`src/rtl/btn_press_classifier.sv`:
```
// Classifies debounced button presses as short or long and keeps a 4-bit LED press counter.
// Optional auto-repeat while held long is enabled by defining PRESS_REPEAT_EN.
module btn_press_classifier #(
   parameter int unsigned LONG_CYCLES   = 50_000_000,
   parameter int unsigned REPEAT_CYCLES = 12_500_000
) (
   input  logic       clk,
   input  logic       rst,
   input  logic       debounce,
   output logic       short_pulse,
   output logic       long_pulse,
   output logic       pressed,
   output logic [3:0] led_driver
);

   typedef enum logic [1:0] {
      IDLE,
      PRESSED,
      LONG_HELD
   } state_e;

   localparam logic [25:0] HOLD_LAST = 26'(LONG_CYCLES - 1);

   state_e      state_q, state_d;
   logic [25:0] hold_cnt_q, hold_cnt_d;
   logic        short_pulse_q, short_pulse_d;
   logic        long_pulse_q, long_pulse_d;
   logic        pressed_q, pressed_d;
   logic [3:0]  led_q, led_d;

`ifdef PRESS_REPEAT_EN
   localparam int unsigned REP_W = (REPEAT_CYCLES > 1) ? $clog2(REPEAT_CYCLES) : 1;
   localparam logic [REP_W-1:0] REP_LAST = REP_W'(REPEAT_CYCLES - 1);

   logic [REP_W-1:0] rep_cnt_q, rep_cnt_d;
`endif

   always_comb begin
      state_d       = state_q;
      hold_cnt_d    = hold_cnt_q;
      short_pulse_d = 1'b0;
      long_pulse_d  = 1'b0;
      led_d         = led_q;
`ifdef PRESS_REPEAT_EN
      rep_cnt_d     = rep_cnt_q;
`endif

      case (state_q)
         IDLE: begin
            if (debounce) begin
               state_d    = PRESSED;
               hold_cnt_d = 26'd1;
            end
         end
         PRESSED: begin
            if (!debounce) begin
               short_pulse_d = 1'b1;
               led_d         = led_q + 4'd1;
               state_d       = IDLE;
            end else if (hold_cnt_q == HOLD_LAST) begin
               long_pulse_d = 1'b1;
               led_d        = '0;
`ifdef PRESS_REPEAT_EN
               rep_cnt_d    = '0;
`endif
               state_d      = LONG_HELD;
            end else begin
               hold_cnt_d = hold_cnt_q + 26'd1;
            end
         end
         LONG_HELD: begin
            if (!debounce) begin
               state_d = IDLE;
            end
`ifdef PRESS_REPEAT_EN
            else if (rep_cnt_q == REP_LAST) begin
               short_pulse_d = 1'b1;
               led_d         = led_q + 4'd1;
               rep_cnt_d     = '0;
            end else begin
               rep_cnt_d = rep_cnt_q + 1'b1;
            end
`endif
         end
         default: state_d = IDLE;
      endcase

      pressed_d = (state_d != IDLE);
   end

   always_ff @(posedge clk) begin
      if (rst) begin
         state_q       <= IDLE;
         hold_cnt_q    <= '0;
         short_pulse_q <= 1'b0;
         long_pulse_q  <= 1'b0;
         pressed_q     <= 1'b0;
         led_q         <= '0;
`ifdef PRESS_REPEAT_EN
         rep_cnt_q     <= '0;
`endif
      end else begin
         state_q       <= state_d;
         hold_cnt_q    <= hold_cnt_d;
         short_pulse_q <= short_pulse_d;
         long_pulse_q  <= long_pulse_d;
         pressed_q     <= pressed_d;
         led_q         <= led_d;
`ifdef PRESS_REPEAT_EN
         rep_cnt_q     <= rep_cnt_d;
`endif
      end
   end

   assign short_pulse = short_pulse_q;
   assign long_pulse  = long_pulse_q;
   assign pressed     = pressed_q;
   assign led_driver  = led_q;

endmodule

```
`config.mk`:
```
export PLATFORM = sky130hd
export DESIGN_NAME = btn_press_classifier
export DESIGN_NICKNAME = d
export VERILOG_FILES = /design/src/rtl/btn_press_classifier.sv
export SDC_FILE = /design/constraint.sdc
export NUM_CORES = 1
export LEC_CHECK = 0
export CAP_MARGIN = 20
export CORE_MARGIN = 2
export CORE_UTILIZATION = 45
export DETAILED_ROUTE_END_ITERATION = 10
export HOLD_SLACK_MARGIN = 0.06
export SKIP_CTS_REPAIR_TIMING = 1
export SLEW_MARGIN = 30
export SYNTH_ARGS = -nofsm -noshare
export SYNTH_HDL_FRONTEND = slang
export SYNTH_SLANG_ARGS = --single-unit
```
`constraint.sdc`:
```
create_clock -name clk -period 3.9 [get_ports clk]
set_input_delay 0.39 -clock clk [delete_from_list [all_inputs] [get_ports clk]]
set_output_delay 0.39 -clock clk [all_outputs]
set_load 0.02 [all_outputs]
```
Run 1, the clock network:
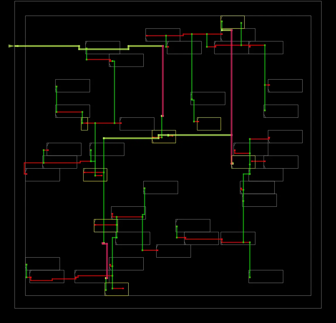
sink count of the clock tree: 35
worst clock skew on the final layout: 0.00300 ns
Clk Latency, worst-skew pair: 0.28 ns
power in the clock group: 285 uW

Run 1, selected gate families:
Drawn at 6 px/um.
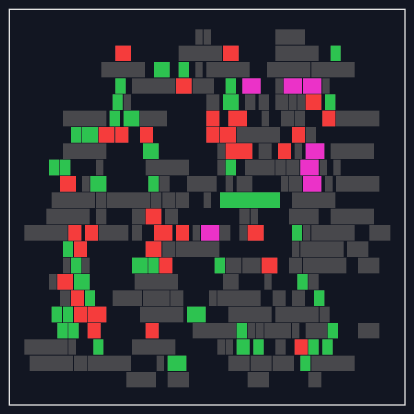
Green stands for aoi and oai cells, cells 43, most used a21oi_1, where all over the die. Red stands for and/or cells, cells 33, most used or4_1. Magenta stands for xor and xnor cells, cells 7, most used xnor2_1.

Run 1, wiring by layer:
Drawn at 6 px/um.
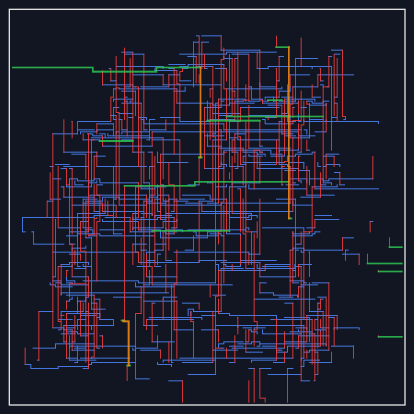
Red stands for M2, wire length 1810 um. Blue stands for M1, wire length 1710 um. Green stands for M3, wire length 125 um. Orange stands for M4, wire length 51.9 um.

Run 1, where the registers sit:
Drawn at 4 px/um. Other sequential cells in the stronger gray, the rest of the logic in the fainter gray.
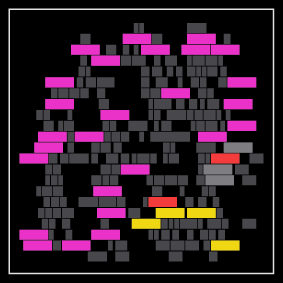
Yellow stands for led_driver, flops 4. Magenta stands for hold_cnt_q, flops 26, where all over the die. Red stands for state_q, flops 2.
Another 3 sequential cells are not colored.

==> reports/writeup.txt, run 1 <==
The flow ran to the end, and the final reports show no timing, DRC or antenna violations. The maximum VDD drop was 0.192 mV. For the final core area utilization, the log shows 52.6%. The worst setup path is captured at a flip-flop. The storage element area is 701 sq um.

After synthesis the netlist holds a flip-flop and latch count of 35. The leakage component of the power was reported as 0.591 nW. Max-cap violations in this run came to 0. The top cell type's share of synthesized area is 40.9%. The clock buffers instantiated in the layout total 8.

At the end of the flow, the number of nets in the layout was 217. Hold timing on the final database bottoms out at a slack of 0.481 ns. The flop count is 35, and the multiplexer share of the synthesized area is 1.17%. The timing report attributes the biggest portion of critical-path delay to simple AND/OR/NAND/NOR gates. The worst hold-check path type is reg -> reg. The tools report the met2 capacity usage during global routing as 31.2%. The tools report the antenna violation net count after detailed routing as 0. The signal on the critical path passes through ha_1 > and2_1 > nand4_1 > or3_1 > or4_1 > o21ai_1. The tightest slew margin relative to the limit was 51.0%. The slowest stage of the critical path is the sky130_fd_sc_hd__or3_1 cell. The largest fanout of any net on the critical path is 11, and the number of cells in Yosys stat is 203. The final worst-path cycle share works out to 57.3%.

The most numerous logic cell after layout was sky130_fd_sc_hd__dfxtp_1. The post-synth count of flops with an enable pin is 0. The CTS root buffer is sky130_fd_sc_hd__clkbuf_8.

For the wire length on met3, the log shows 124 um. The register with the most flip-flops in the final layout is hold_cnt_q. In this run the critical register-to-register path is captured at hold_cnt_q[18]. The initial utilization of the core area, before any placement, comes to 46.8%. With the multi-input logic area at 943 sq um, the global-route total usage across every layer is 19.0%. Looking at the group totals, the largest power group turns out to be sequential cells.

Summing the areas of all compound-gate instances in the mapped netlist gives 16.5% of the synthesized area. Global routing consumed, on the met3 layer, 5.14% of the routing resources. The detailed router finished its first iteration with 80 violations. On met1, the global router reports a usage of 23.2%. The number of antenna violations at the first check in global routing came out at 0.
Run 1, nets reached from selected ports:
Drawn at 8 px/um.
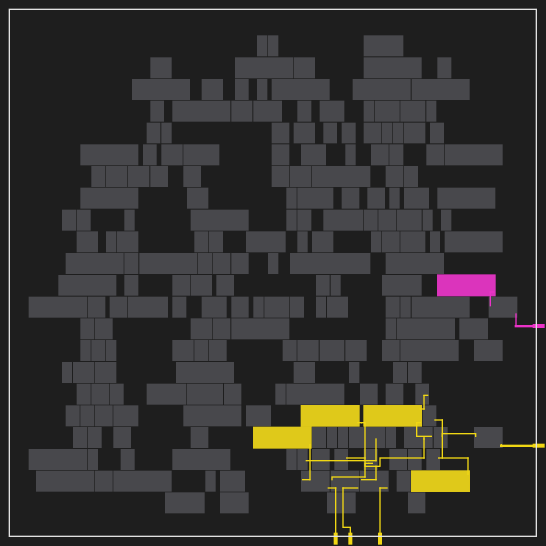

==> inputs of run 2 (changes only) <==
PLACE_DENSITY = 0.65   (was default)
clock period = 2 ns   (was 3.9 ns; I/O delays follow)
Run 2, nets reached from selected ports:
Drawn at 8 px/um.
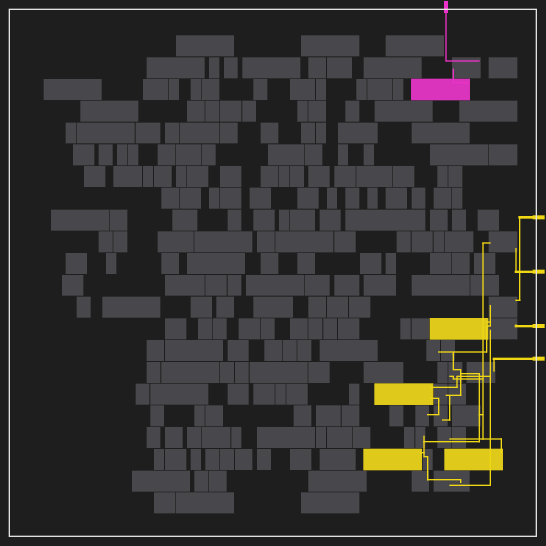
Magenta stands for long_pulse, direction output, end cells 1, buffers 1, wire 13.8 um. Yellow stands for led_driver, direction output, end cells 4, buffers 4, wire 155 um.
count of input and output buffers: 9
IO Pins: 10

Run 2, wiring by layer:
Drawn at 6 px/um.
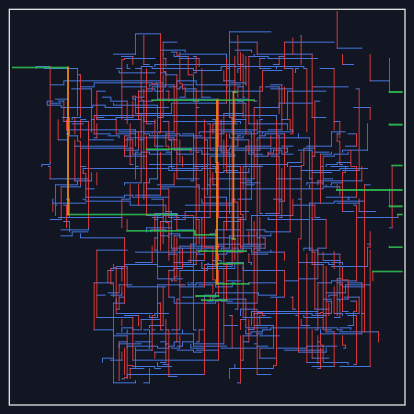
Red stands for M2, wire length 1830 um. Orange stands for M4, wire length 79.6 um. Blue stands for M1, wire length 1830 um. Green stands for M3, wire length 119 um.
via count: 1589
routed wire length: 3850 um
Tot GR Track Use: 20.3%
wire length per cell: 14.0 um

==> run 2 against run 1 <==
  * Sequential power grew 95%
  * Count of clock-buffer cells in the layout decreased by 2
  * Via count rose by 4.1%
  * Synthesized area unchanged
  * Setup slack lost 1.5 ns
  * Final cell count is 5.4% higher
  * Cell area is 5.4% higher
  * Largest cell class unchanged
  * Highest routed layer unchanged
==> reports/writeup.txt, run 2 <==
On the worst setup and hold paths after CTS, the clock-pin slew comes to 0.06 ns. In this run the full chip footprint comes out at 4320 sq um. The post-synthesis share of cell area spent on and, or, nand and nor gates was 32.4%. For the met3 track demand over resource in global routing, the log shows 5.31% (+0.17 points). The largest fanout of any net on the critical path came out at 13 (+2).

The run gives 951 sq um (+0.80%) for the multi-input logic area. The run gives 46.8% (unchanged) as the starting density of the core. Most used routing layer in global routing: met2.

The tightest slew margin relative to the limit is 60.2% (+9.2 points), and the count of flip-flops with a built-in enable after synthesis is 0 (unchanged). The worst-case hold slack is 0.488 ns (+0.00669 ns), and the top cell type's share of synthesized area is 40.9% (unchanged). The run gives 35 (unchanged) as the flop count. The family with the most delay on the worst path is AND-OR/OR-AND gates. The antenna violation net count after detailed routing is 0 (unchanged), and the sequential cell area share is 34.5%. The worst hold path belongs to the class reg -> reg. The fraction of layout instances using a drive strength above 1 is 13.7%, and the clock skew after layout is 0.00524 ns (+0.00224 ns). The clock sink count is 35 (unchanged). The synthesized instance count is 203.

Per the CTS log, the root buffer master is sky130_fd_sc_hd__clkbuf_8. The number of antenna violations at the first check in global routing was 0 (unchanged). For this design, the slowest cell found on the critical path is sky130_fd_sc_hd__dfxtp_1. The worst register-to-register path has a setup slack of 0.14 ns. STA classifies the critical path endpoint as a flip-flop.

Pins over their slew limit in the final report were tallied at 0. The flop and latch count out of synthesis came out at 35 (unchanged). Per the timing report, the most critical flop-to-flop path finishes at hold_cnt_q[3]. The met2 capacity usage during global routing was 34.7% (+3.5 points).

The setup path with the least slack is of type reg -> reg. With the storage element area at 701 sq um (unchanged), the placeable core region is 3660 sq um. Per STA, the worst path is made up of ha_1 > and2_1 > nand2_2 > o41ai_4 > buf_6 > buf_4 > or3_1 > a21oi_1.

The number of cells in Yosys stat was 203 (unchanged); the number of clock buffers in the layout was 6 (-2). The tools report the clock latency on the worst-skew pair as 0.28 ns (about the same). Counting flops per register, the top entry is hold_cnt_q.

The run gives 24.0% (+0.82 points) as the met1 capacity usage during global routing. The run gives 2 as the deepest clock path buffer count. The combinational group share of total power came out at 6.3%. The final worst-path cycle share came out at 93.1% (+36 points).

The run finished with clean final reports. The run gives 0 as the final global-route overflow total. Wire length on met3: 118 um (-4.8%). The max capacitance violation total is 0 (unchanged), and the clock network power is 463 uW (+62%). The run gives 5.78 for the average via count per standard cell. In this run the top signal layer used is met4. The complex-gate fraction of the synthesized area works out to 16.5% (unchanged).

With the multiplexer share of the synthesized area at 1.17% (unchanged), the reported leakage power is 0.655 nW (+11%). The run gives 233 (+7.4%) for the layout net count. The run gives 54 (-33%) as the number of DRC markers after the initial detailed-route iteration.

The maximum VDD drop is 0.315 mV (+64%). By instance count after routing, the leading logic cell type is sky130_fd_sc_hd__dfxtp_1. The final core area utilization was 55.4% (+2.8 points). The dominant power group is sequential cells. By count the netlist is led by sky130_fd_sc_hd__dfxtp_1, sky130_fd_sc_hd__a21oi_1, sky130_fd_sc_hd__nand2_1.
Run 2, selected gate families:
Drawn at 6 px/um.
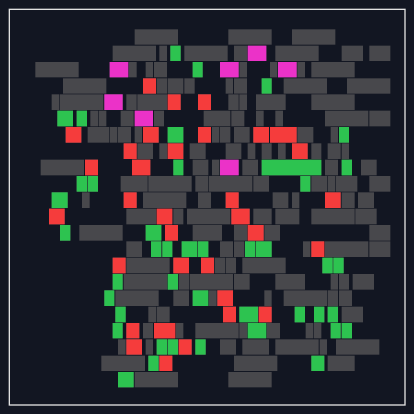

==> inputs of run 3 (changes only) <==
ABC_AREA = 1   (was default)
PLACE_DENSITY = default   (was 0.65)
Run 3, selected gate families:
Drawn at 4 px/um.
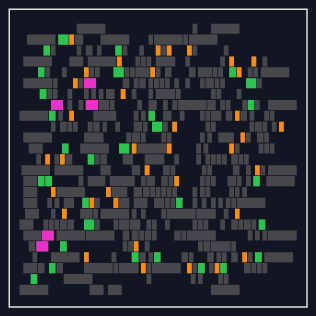
Green stands for aoi and oai cells, cells 30, most used a21oi_1, where all over the die. Orange stands for inv cells, cells 37, most used inv_1. Magenta stands for xor and xnor cells, cells 5, most used xor2_1.

==> run 3 against run 2 <==
  * Register-to-register slack gained 0.12 ns
  * Critical path depth unchanged
  * Via count increased by 43%
  * Largest cell class unchanged
  * Cell area rose by 23%
  * Setup slack gained 0.12 ns
  * Total power grew 9.8%
  * Synthesized area grew 29%
==> reports/writeup.txt, run 3 <==
The final design was reported to hold multi-input combinational gates totalling 287. For reference, the critical path cell chain is ha_1 > nand2_2 > nor2_2 > nand3_4 > nand2_4 > buf_4 > nand2_1 > a21oi_1. For the met1 capacity usage during global routing, the log shows 30.1% (+6.1 points). The library cell contributing the largest single delay on the critical path is sky130_fd_sc_hd__dfxtp_1. The final worst-path cycle share came out at 87.0% (-6.1 points). The largest share of the power goes to sequential cells. Combinational group share of total power: 6.3% (about the same).

The run finished with clean final reports. The storage element area came out at 701 sq um (unchanged). The highest layer touched by signal routing is met4. With the post-synthesis share of cell area spent on and, or, nand and nor gates at 48.7% (+16 points), the slack of the worst reg-to-reg path is 0.26 ns (+0.12 ns).

The endpoint identified for the worst register-to-register timing path is hold_cnt_q[13]. After layout, the minimum clock period comes to 1.74 ns. The tools report the wire length on met3 as 347 um (+190%). The top register by number of flip-flops was hold_cnt_q. The run gives 368 (+81%) as the instance count of the mapped netlist. The run gives 31.7% (-9.2 points) for the top cell type's share of synthesized area.

For the maximum VDD drop, the log shows 0.291 mV (-7.5%). Count of flip-flops with a built-in enable after synthesis: 0 (unchanged). By area, the class that comes first in the final layout consists of logic gates.

The flop count was 35 (unchanged). Class of the most critical setup path: reg -> reg. The flop and latch count out of synthesis works out to 35 (unchanged). The sequential cell area share is 28.0% (-6.5 points), and the number of DRC markers after the initial detailed-route iteration is 156 (+190%). With the complex-gate fraction of the synthesized area at 7.88% (-8.6 points), the number of pins with negative max-slew slack in the final report is 0 (unchanged). The starting density of the core was 46.8% (about the same). The run gives 0.08 ns (+0.02 ns) for the clock-pin slew on the worst setup and hold paths.

The tools report the met3 track demand over resource in global routing as 4.07% (-1.2 points). The multiplexer share of the synthesized area came out at 0% (-1.2 points). The number of vias after detailed routing is 2266 (+43%).

The largest fanout of any net on the critical path came out at 16 (+3). The tightest slew margin relative to the limit is 40.4% (-20 points), and the antenna violation net count after detailed routing is 0 (unchanged). The CTS root buffer was sky130_fd_sc_hd__clkbuf_8. For the number of antenna violations at the first check in global routing, the log shows 0 (unchanged). The run gives 2 (unchanged) as the deepest clock path buffer count. The global router reports that the layer with the highest usage is met2. Kind of end point of the critical path: a flip-flop. The tools report the final global-route overflow total as 0 (unchanged). The quantity of I/O buffers inserted on ports was 9 (unchanged); the reported leakage power was 0.902 nW (+38%). The iteration tally of the first detailed-router pass was 4. Per-cell routed wire length: 12.7 um (-9.2%).

The final core area utilization came out at 52.9% (-2.5 points). The run gives 5480 sq um (+27%) for the chip area. The placeable core region was 4720 sq um (+29%). Ranked by instance count, the synthesized netlist is headed by sky130_fd_sc_hd__nand2_1, sky130_fd_sc_hd__nor2_1, sky130_fd_sc_hd__dfxtp_1. The multi-input logic area came out at 1320 sq um (+39%). Yosys shows that the main logic family after synthesis is simple AND/OR/NAND/NOR gates. The fraction of layout instances using a drive strength above 1 is 10.1% (-3.5 points). The tools report the met2 capacity usage during global routing as 37.9% (+3.2 points). The worst-case hold slack was 0.511 ns (+0.0229 ns); the via count of the first global-routing pass was 2004.

The buffer count excluding the clock tree in the final layout is 18. Average via count per standard cell: 5.01 (-13%). The layout net count was 389 (+67%). Checking hold timing, the worst path is listed with class reg -> reg.
Run 3, the clock network:
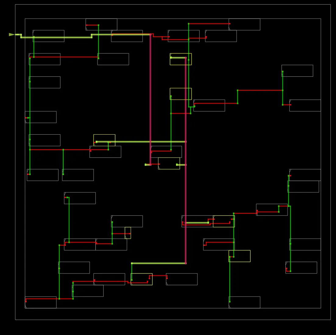
clock buffer count from CTS: 5
power in the clock group: 579 uW
Clk Latency, worst-skew pair: 0.29 ns
worst clock skew on the final layout: 0.00741 ns
clock buffers: 8

Power and IR drop assume default switching activity.
